Run 1, placement view:
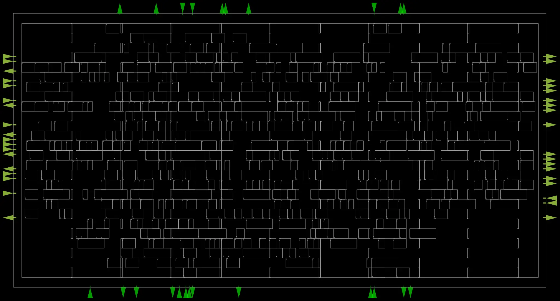
Run 1, metal 3:
Scale bar: 50 um.
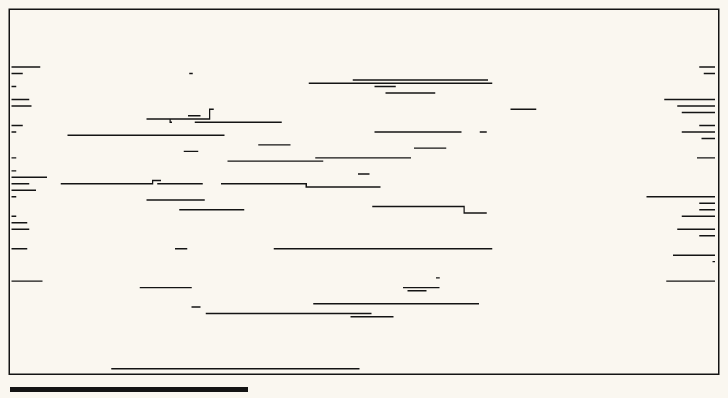
Run 1, cell area per tile:
The die is cut into 15 by 8 equal tiles; black is low, pale yellow is high, 0 to 100% covered.
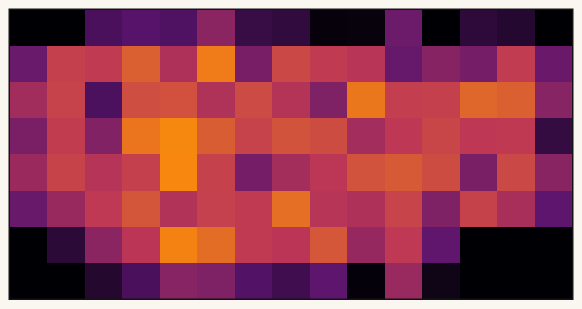
$ cat config.mk
export PLATFORM = sky130hd
export DESIGN_NAME = game_tick_sched_flat
export DESIGN_NICKNAME = d
export VERILOG_FILES = /design/src/rtl/game_pkg.sv /design/src/rtl/game_tick_sched_if.sv /design/src/rtl/tick_prescaler.sv /design/src/rtl/game_tick_sched.sv /design/src/flat_wrapper.sv
export SDC_FILE = /design/constraint.sdc
export NUM_CORES = 1
export LEC_CHECK = 0
export CELL_PAD_IN_SITES_DETAIL_PLACEMENT = 0
export CELL_PAD_IN_SITES_GLOBAL_PLACEMENT = 2
export CORE_ASPECT_RATIO = 0.5
export CORE_MARGIN = 2
export CORE_UTILIZATION = 34
export DETAILED_ROUTE_END_ITERATION = 10
export GPL_TIMING_DRIVEN = 0
export PLACE_DENSITY = 0.95
export SLEW_MARGIN = 20
export SYNTH_ARGS = -nofsm -noshare
export SYNTH_HDL_FRONTEND = slang
export SYNTH_SLANG_ARGS = --single-unit
$ cat constraint.sdc
create_clock -name clk -period 5.5 [get_ports clk]
set_input_delay 1.375 -clock clk [delete_from_list [all_inputs] [get_ports clk]]
set_output_delay 1.375 -clock clk [all_outputs]
set_load 0.005 [all_outputs]
$ cat src/rtl/game_pkg.sv
// Shared types and constants for the game tick scheduler.
// The speed ramp is enabled by defining GAME_TICK_SPEEDUP_EN.
package game_pkg;

  localparam int unsigned PERIOD_W = 16;
  localparam int unsigned RAMP_W   = 8;
  localparam int unsigned STATE_W  = 2;

  localparam logic [PERIOD_W-1:0] PERIOD_INIT_DEF   = 16'd50000;
  localparam logic [PERIOD_W-1:0] PERIOD_MIN_DEF    = 16'd20000;
  localparam logic [PERIOD_W-1:0] SPEEDUP_STEP_DEF  = 16'd500;
  localparam logic [RAMP_W-1:0]   SPEEDUP_EVERY_DEF = 8'd200;

  typedef enum logic [STATE_W-1:0] {
    ST_IDLE  = 2'b00,
    ST_RUN   = 2'b01,
    ST_PAUSE = 2'b10
  } state_e;

  // A zero period would never tick; treat it as one cycle.
  function automatic logic [PERIOD_W-1:0] sanitize_period(input logic [PERIOD_W-1:0] p);
    return (p == '0) ? PERIOD_W'(1) : p;
  endfunction

  // Step the period toward the floor without wrapping below it.
  function automatic logic [PERIOD_W-1:0] ramp_period(input logic [PERIOD_W-1:0] p,
                                                      input logic [PERIOD_W-1:0] step,
                                                      input logic [PERIOD_W-1:0] floor);
    if (p <= floor)             return p;
    else if (p - floor <= step) return floor;
    else                        return p - step;
  endfunction

endpackage

$ cat src/rtl/game_tick_sched_if.sv
// Control/status bundle between game-control logic and the tick scheduler.
interface game_tick_sched_if;
  import game_pkg::*;

  logic                start;
  logic                pause;
  logic                resume;
  logic                stop;
  logic                cfg_we;
  logic [PERIOD_W-1:0] cfg_period;
  logic                tick;
  logic                running;
  logic [STATE_W-1:0]  state;
  logic [PERIOD_W-1:0] period;
  logic [PERIOD_W-1:0] tick_count;

  modport master (
    output start, pause, resume, stop, cfg_we, cfg_period,
    input  tick, running, state, period, tick_count
  );

  modport slave (
    input  start, pause, resume, stop, cfg_we, cfg_period,
    output tick, running, state, period, tick_count
  );
endinterface

$ cat src/rtl/tick_prescaler.sv
// 16-bit down-counter with synchronous load, count enable and zero flag.
module tick_prescaler
  import game_pkg::*;
(
  input  logic                clk,
  input  logic                clear,
  input  logic                load,
  input  logic [PERIOD_W-1:0] load_val,
  input  logic                en,
  output logic                zero_c
);

  logic [PERIOD_W-1:0] cnt_q;

  always_ff @(posedge clk) begin
    if (!clear)                cnt_q <= '0;
    else if (load)             cnt_q <= load_val;
    else if (en && !zero_c)    cnt_q <= cnt_q - PERIOD_W'(1);
  end

  assign zero_c = (cnt_q == '0);

endmodule

$ cat src/rtl/game_tick_sched.sv
// Game tick scheduler: run/pause FSM around a programmable prescaler.
// Optional speed ramp under GAME_TICK_SPEEDUP_EN.
module game_tick_sched
  import game_pkg::*;
#(
  parameter logic [PERIOD_W-1:0] PERIOD_INIT = PERIOD_INIT_DEF
`ifdef GAME_TICK_SPEEDUP_EN
  , parameter logic [PERIOD_W-1:0] PERIOD_MIN    = PERIOD_MIN_DEF
  , parameter logic [PERIOD_W-1:0] SPEEDUP_STEP  = SPEEDUP_STEP_DEF
  , parameter logic [RAMP_W-1:0]   SPEEDUP_EVERY = SPEEDUP_EVERY_DEF
`endif
) (
  input  logic              clk,
  input  logic              clear,
  game_tick_sched_if.slave  bus
);

  state_e              state_q, state_d;
  logic                tick_q, tick_d;
  logic                running_q, running_d;
  logic [PERIOD_W-1:0] period_q, period_d;
  logic [PERIOD_W-1:0] tick_count_q, tick_count_d;
  logic                ld, en, zero_c;
  logic [PERIOD_W-1:0] ld_val;

`ifdef GAME_TICK_SPEEDUP_EN
  localparam logic [RAMP_W-1:0] EVERY_EFF = (SPEEDUP_EVERY == '0) ? RAMP_W'(1) : SPEEDUP_EVERY;
  logic [RAMP_W-1:0] ramp_q, ramp_d, ramp_inc;
  assign ramp_inc = ramp_q + RAMP_W'(1);
`endif

  tick_prescaler u_prescaler (
    .clk      (clk),
    .clear    (clear),
    .load     (ld),
    .load_val (ld_val),
    .en       (en),
    .zero_c   (zero_c)
  );

  // State register
  always_ff @(posedge clk) begin
    if (!clear) state_q <= ST_IDLE;
    else        state_q <= state_d;
  end

  // Next state: stop beats pause beats resume/start
  always_comb begin
    state_d = state_q;
    case (state_q)
      ST_IDLE:  if (!bus.stop && bus.start) state_d = ST_RUN;
      ST_RUN:   if (bus.stop)               state_d = ST_IDLE;
                else if (bus.pause)         state_d = ST_PAUSE;
      ST_PAUSE: if (bus.stop)               state_d = ST_IDLE;
                else if (bus.resume)        state_d = ST_RUN;
      default:                              state_d = ST_IDLE;
    endcase
  end

  // Datapath controls and next values of the registered outputs
  always_comb begin
    ld           = 1'b0;
    ld_val       = '0;
    en           = 1'b0;
    tick_d       = 1'b0;
    tick_count_d = tick_count_q;
    period_d     = period_q;
`ifdef GAME_TICK_SPEEDUP_EN
    ramp_d       = ramp_q;
`endif
    running_d    = (state_d == ST_RUN);
    case (state_q)
      ST_IDLE: begin
        if (bus.cfg_we) period_d = sanitize_period(bus.cfg_period);
        if (!bus.stop && bus.start) begin
          ld           = 1'b1;
          ld_val       = period_d - PERIOD_W'(1);
          tick_count_d = '0;
`ifdef GAME_TICK_SPEEDUP_EN
          ramp_d       = '0;
`endif
        end
      end
      ST_RUN: begin
        if (bus.stop) begin
          ld = 1'b1;
        end else if (!zero_c) begin
          en = 1'b1;
        end else if (!bus.pause) begin
          // Terminal count: reload with the current period, new period applies next reload
          ld           = 1'b1;
          ld_val       = period_q - PERIOD_W'(1);
          tick_d       = 1'b1;
          tick_count_d = tick_count_q + PERIOD_W'(1);
`ifdef GAME_TICK_SPEEDUP_EN
          if (ramp_inc >= EVERY_EFF) begin
            ramp_d   = '0;
            period_d = ramp_period(period_q, SPEEDUP_STEP, PERIOD_MIN);
          end else begin
            ramp_d   = ramp_inc;
          end
`endif
        end
      end
      ST_PAUSE: begin
        if (bus.stop) ld = 1'b1;
      end
      default: ;
    endcase
  end

  always_ff @(posedge clk) begin
    if (!clear) begin
      tick_q       <= 1'b0;
      running_q    <= 1'b0;
      period_q     <= PERIOD_INIT;
      tick_count_q <= '0;
`ifdef GAME_TICK_SPEEDUP_EN
      ramp_q       <= '0;
`endif
    end else begin
      tick_q       <= tick_d;
      running_q    <= running_d;
      period_q     <= period_d;
      tick_count_q <= tick_count_d;
`ifdef GAME_TICK_SPEEDUP_EN
      ramp_q       <= ramp_d;
`endif
    end
  end

  assign bus.tick       = tick_q;
  assign bus.running    = running_q;
  assign bus.state      = state_q;
  assign bus.period     = period_q;
  assign bus.tick_count = tick_count_q;

endmodule

$ cat src/flat_wrapper.sv
// flat-port wrapper written by rule: the top's interface ports become plain ports
module game_tick_sched_flat import game_pkg::*;
#(
  parameter logic [PERIOD_W-1:0] PERIOD_INIT = PERIOD_INIT_DEF

)
  (clk, clear, bus_start, bus_pause, bus_resume, bus_stop, bus_cfg_we, bus_cfg_period, bus_tick, bus_running, bus_state, bus_period, bus_tick_count);
  game_tick_sched_if bus_i ();
  input  logic clk;
  input  logic clear;
  input wire logic [$bits(bus_i.start)-1:0] bus_start;
  input wire logic [$bits(bus_i.pause)-1:0] bus_pause;
  input wire logic [$bits(bus_i.resume)-1:0] bus_resume;
  input wire logic [$bits(bus_i.stop)-1:0] bus_stop;
  input wire logic [$bits(bus_i.cfg_we)-1:0] bus_cfg_we;
  input wire logic [$bits(bus_i.cfg_period)-1:0] bus_cfg_period;
  output wire logic [$bits(bus_i.tick)-1:0] bus_tick;
  output wire logic [$bits(bus_i.running)-1:0] bus_running;
  output wire logic [$bits(bus_i.state)-1:0] bus_state;
  output wire logic [$bits(bus_i.period)-1:0] bus_period;
  output wire logic [$bits(bus_i.tick_count)-1:0] bus_tick_count;
  assign bus_i.start = bus_start;
  assign bus_i.pause = bus_pause;
  assign bus_i.resume = bus_resume;
  assign bus_i.stop = bus_stop;
  assign bus_i.cfg_we = bus_cfg_we;
  assign bus_i.cfg_period = bus_cfg_period;
  assign bus_tick = bus_i.tick;
  assign bus_running = bus_i.running;
  assign bus_state = bus_i.state;
  assign bus_period = bus_i.period;
  assign bus_tick_count = bus_i.tick_count;
  game_tick_sched #(.PERIOD_INIT(PERIOD_INIT)) u_core (.clk(clk), .clear(clear), .bus(bus_i));
endmodule
==> out/results.ini, run 1 <==
[route]
wl_met1_mm=5.78
wl_mm=11.1
drtPass1Iterations=4
wl_met2_mm=4.49
vias_per_cell=5.51
route.detailed.drc=0
wl_met3_um=700
wire_per_inst_um=16.9
ant_nets=0
drt-initial-drc-count=269
via_count=3623

[global_route]
grt.total_usage_pct=19.7
use_met3_pct=3.11
grt_pass1_wl_mm=17.9
grt_use_met2_pct=28.6
grt_max_degree=16
overflow=0
grt_antenna_before_repair=0
grt_pass1_vias=3324

[synthesis]
xor_share_pct=7.90
topCombFamilyByArea=simple AND/OR/NAND/NOR gates
top_cells_by_area=dfxtp_1, a21oi_1, xor2_1
synth.largest_area_cell=dfxtp_1
ys_sh_mux_pct=4.55
synthesis.nets=479
ys_cells=452
synth_adder_area_share_pct=1.41
ys_sh_simple_pct=29.5
ys_sh_aoi_pct=22.5
synthFlopType=dfxtp_1
syn_area_sq_mm=0.00355
avgSynthCellArea_sq_um=7.85
async_flop_share_pct=0
synth-seq-cells=52
synth_top_area_share_pct=29.3
synth_seq_share_pct=29.3
yosys_area_sq_mm=0.00355
synth-edff-count=0
netlist_instances=452
synth_cell_types=69

[floorplanning]
fp_util_pct=34.8
core_sq_mm=0.0102
fp.dieW_um=148
num_io_pins=59
die_y_um=76.2
dieArea_sq_mm=0.0113

[setup_path]
slowest_stage=clkdlybuf4s50_1
crit_start=bus_cfg_we
critical_path_buf_inv_count=4
rr_endpoint=u_core.u_prescaler.cnt_q[12]
regToRegStartpoint=u_core.bus.period[0]
max_stage_delay_ps=630
critical_path_depth=11
crit_path_max_fanout=10
critical_path.cell_chain=clkdlybuf4s50_1, clkbuf_1, buf_2, buf_2, mux2i_1, ha_1, o21ai_0, nor3_1, xor2_1, o22ai_1, o221a_2
critPathLaunchType=primary input
r2r_slack_ps=2610
endpoint=u_core.u_prescaler.cnt_q[12]
arrival_ps=4810
cp_data_required_time_ps=5690
critPathCaptureType=register
crit_family=buffers and inverters
reg2reg_depth=9

[power]
p_clk_share_pct=33.5
ir_drop_v=0.000117
p_leak_nw=1.54
p_sw_mw=0.346
p_int_mw=0.740
pwr-share-seq_pct=39.2
power_mw=1.09
p_per_area_mw_per_mm2=244
switching_share_pct=31.8
power_frac_comb_pct=27.2

[cts]
clkLatencyLatePin_ps=300
cts_post_setup_buffers_inserted=0
cts_root_buf=clkbuf_16
numCtsBuffers=5
cts_hold_buf=0
clock_path_buffers=2
tritoncts=yes
h-tree-depth=2
cts_sinks=52
cts_resized=0
path_clk_slew_ps=70

[sta]
setup_viol=0
maxSlewViolCount=0
min_period_ps=4620
fin_crit_sh_pct=84.0
setup_slack_ps=879
rsz0062_at_grt=no
slew_headroom_pct=35.8
hold_viol=0
max_freq_mhz=216
holdWs_ps=488
worst_slew_pin_slew_ps=949
finalSetupTns_ps=0

[status]
status=completed

[run]
warnings=26
cap_violations=0

[place]
place_hpwl_mm=8.27
portBuffers=57
dpl.cell_count=649
gp_congestion=0.848
dp_slack_ps=695

[hold_path]
min_path_cells=2
hold_path_end=u_core.bus.tick_count[15]
hp-start=u_core.bus.tick_count[15]

[final_layout]
fin_area_sq_mm=0.00446
diodes=0
utilization_pct=43.8
areaGrowthSynthToFinish_pct=25.6
drive_above_1_share_pct=7.74
nNetsFinal=543

Back to the opening pictures, 'placement view':
Filler cells: 1065
FP Rows: 26

Back to the opening pictures, 'metal 3':
wire length on this layer: 701 um
main direction: horizontal

Back to the opening pictures, 'cell area per tile':
nearly empty tiles: 13%
mean over tiles: 38%
fullest tile: 74%

==> run 1: final cells by class <==
type,instances,area [sq um]
Buffer,28,139
Clock buffer,6,129
Clock inverter,2,35.0
Fill cell,1065,5730
Inverter,8,30.0
Multi-Input combinational cell,364,2340
Sequential cell,52,1040
Tap cell,140,175
Timing Repair Buffer,57,571
==> run 1: cell usage in the layout, fill, tap and decap left out, drive strengths merged, types with 7 or more instances in the layout <==
cell type and instances:
or3 12, a21oi 41, buf 12, xnor2 12, nand4 8, nor2 36
o31ai 7, clkbuf 22, or4 9, nor3 23, xor2 20, inv 7
o21ai 26, o22ai 7, nand2 40, mux2i 15, nor4 10, nand3 15
a31oi 8, dfxtp 52, clkdlybuf4s50 57
==> run 1: cells in the mapped netlist (2+ instances only) <==
cell,number
inv_1,7
o32a_1,2
o21ai_1,2
o21ai_0,23
a21oi_1,41
and2_1,3
mux2i_1,15
o31ai_1,7
xor2_1,20
or4_4,3
buf_2,6
buf_4,3
nor3_1,23
o21a_1,2
o211ai_1,5
and3_1,6
xnor2_1,12
nor2_1,35
buf_6,2
nor4b_1,2
ha_1,4
o22ai_1,7
nand3b_1,4
dfxtp_1,52
and4_1,4
o221a_2,2
a22oi_1,3
a31oi_1,8
a211oi_1,5
clkbuf_1,16
nor3b_1,3
or3_1,10
or4_1,6
nor4_1,9
nand4_1,7
or2_2,2
nand2b_1,4
nand2_1,40
or4b_2,2
a41oi_1,2
nand3_1,15
==> run 1: power by group through the flow <==
stage	clock network (mW)	registers, mW	logic [mW]
2_1_floorplan	0	0.429	0.197
3_3_place_gp	0	0.434	0.291
3_5_place_dp	0	0.434	0.290
4_1_cts	0.374	0.426	0.293
5_1_grt	0.389	0.430	0.326
6_report	0.364	0.426	0.296
Run 1, gate-type map:
Scale bar: 50 um.
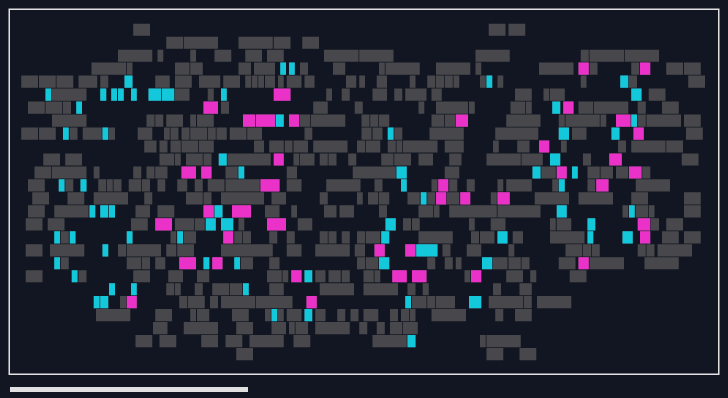

==> inputs of run 2 (changes only) <==
--- a/config.mk
+++ b/config.mk
@@ -9,10 +9,10 @@
 export CELL_PAD_IN_SITES_GLOBAL_PLACEMENT = 2
 export CORE_ASPECT_RATIO = 0.5
 export CORE_MARGIN = 2
-export CORE_UTILIZATION = 34
+export CORE_UTILIZATION = 31
 export DETAILED_ROUTE_END_ITERATION = 10
 export GPL_TIMING_DRIVEN = 0
-export PLACE_DENSITY = 0.95
+export PLACE_DENSITY = 0.91
 export SLEW_MARGIN = 20
 export SYNTH_ARGS = -nofsm -noshare
 export SYNTH_HDL_FRONTEND = slang
==> constraint.sdc (replaced) <==
create_clock -name clk -period 4.65 [get_ports clk]
set_input_delay 1.1625 -clock clk [delete_from_list [all_inputs] [get_ports clk]]
set_output_delay 1.1625 -clock clk [all_outputs]
set_load 0.005 [all_outputs]
Run 2, gate-type map:
Scale bar: 50 um.
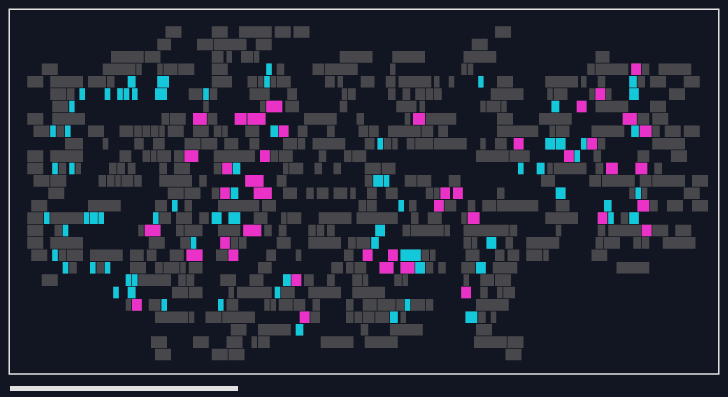
| colour | family | cells |
|---|---|---|
| magenta | AND and OR gates | 42 |
| cyan | NAND gates | 71 |
Commonest Layout Cell: clkdlybuf4s50_1
Comb area share: 52.5%
Post-Layout Cell Count: 662

Run 2, placement view:
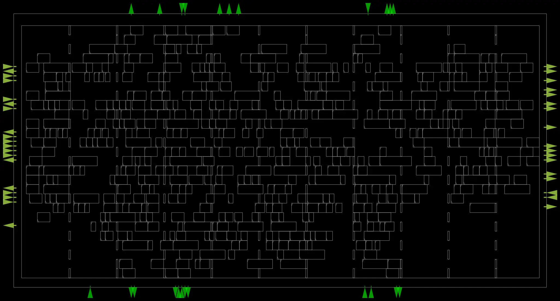
final core utilization: 40.1%
Filler cells: 1159
FP Rows: 27
flop share of the area: 23.4%

Run 2, metal 3:
Scale bar: 50 um.
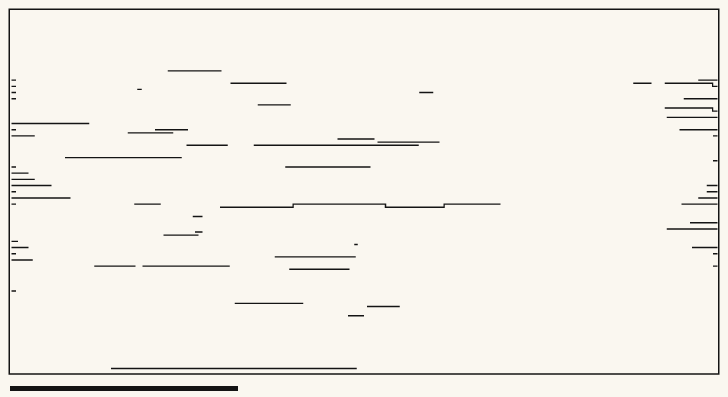
via count: 3601
met3 Track Usage GR: 3.20%
WL final: 11.3 mm

==> out/results.ini, run 2 <==
[sta]
hold_viol=0
rsz0062_at_grt=no
max_freq_mhz=231
worst_slew_pin_slew_ps=926
setup_viol=0
holdWs_ps=487
slew_headroom_pct=37.4
finalSetupTns_ps=0

[power]
p_clk_share_pct=31.7
power_mw=1.25
p_per_area_mw_per_mm2=281
ir_drop_v=0.000120

[route]
vias_per_cell=5.44
ant_nets=0
drtPass1Iterations=7
drt-initial-drc-count=290

[place]
dp_slack_ps=103
place_hpwl_mm=8.46
gp_congestion=0.860
portBuffers=57

[final_layout]
diodes=0
nNetsFinal=543
fin_area_sq_mm=0.00445

[synthesis]
synthesis.nets=479
synth-edff-count=0
synthFlopType=dfxtp_1
synthTopCellsByCount=dfxtp_1, a21oi_1, nand2_1
synth_cell_types=69
top_cell=dfxtp_1
async_flop_share_pct=0
ys_cells=452
synth-seq-cells=52
synth.largest_area_cell=dfxtp_1

[global_route]
overflow=0
grt_use_met2_pct=27.3
grt_max_degree=16
grt.total_usage_pct=18.1
grt_pass1_vias=3242

[setup_path]
critical_path.cell_chain=clkdlybuf4s50_1, clkbuf_1, buf_2, buf_2, mux2i_1, ha_1, o21ai_0, nor3_1, xor2_1, o22ai_1, o221a_2
r2r_slack_ps=1820
cp_data_required_time_ps=4840
reg2reg_depth=9
arrival_ps=4520
endpoint=u_core.u_prescaler.cnt_q[12]
regToRegStartpoint=u_core.bus.period[0]
critPathLaunchType=primary input
critPathCaptureType=register
critical_path_buf_inv_count=4
crit_family=buffers and inverters

[cts]
path_clk_slew_ps=70
tritoncts=yes
cts_root_buf=clkbuf_16
cts_resized=0
clock_path_buffers=2
numCtsBuffers=5
clkLatencyLatePin_ps=290
h-tree-depth=2
cts_hold_buf=0

[floorplanning]
die_y_um=79.6

[status]
status=completed

[run]
warnings=26

## run 2: worst min-delay path by stage
stage | start | end | slack (ps) | cells past startpoint
after floorplan | u_core.bus.tick_count[15] | u_core.bus.tick_count[15] | 470 | 2
after global placement | u_core.bus.tick_count[15] | u_core.bus.tick_count[15] | 470 | 2
after detailed placement | u_core.bus.tick_count[15] | u_core.bus.tick_count[15] | 480 | 2
after CTS | u_core.bus.tick_count[15] | u_core.bus.tick_count[15] | 490 | 2
after global routing | u_core.bus.tick_count[6] | u_core.bus.tick_count[6] | 520 | 2
final | u_core.bus.tick_count[15] | u_core.bus.tick_count[15] | 490 | 2
## run 2: logic make-up after synthesis
kind of cell	synth area share, %
AND-OR/OR-AND	22.5
XOR/XNOR	7.90
adder cells (fa/ha/maj)	1.41
buffers and inverters	4.76
flip-flops	29.3
multiplexers	4.55
AND/OR/NAND/NOR	29.5
## run 2: layout make-up
class | count | area, sq um | area share (%)
sequential | 52 | 1040 | 23.4
tap | 145 | 181 | 4.08
clock buffer | 6 | 139 | 3.12
buffer | 28 | 139 | 3.12
timing repair buffer | 57 | 571 | 12.8
inverter | 8 | 30.0 | 0.675
clock inverter | 2 | 10.0 | 0.225
multi-input combinational | 364 | 2340 | 52.5
## run 2: power groups by stage
stage / clock network [mW] / registers, mW / logic [mW]
2_1_floorplan: 0 / 0.508 / 0.233
3_3_place_gp: 0 / 0.514 / 0.344
3_5_place_dp: 0 / 0.515 / 0.343
4_1_cts: 0.405 / 0.504 / 0.345
5_1_grt: 0.427 / 0.509 / 0.382
6_report: 0.396 / 0.505 / 0.347
## run 2: routing by layer
| metal | share of wire, % | up-vias |
|---|---|---|
| met5 | 0 | - |
| li1 | - | 1819 |
| met1 | 53 | 1685 |
| met3 | 4.8 | 4 |
| met2 | 41 | 93 |
| met4 | 0.46 | 0 |
Power figures rest on the tool's default switching activity, not on a simulated workload.
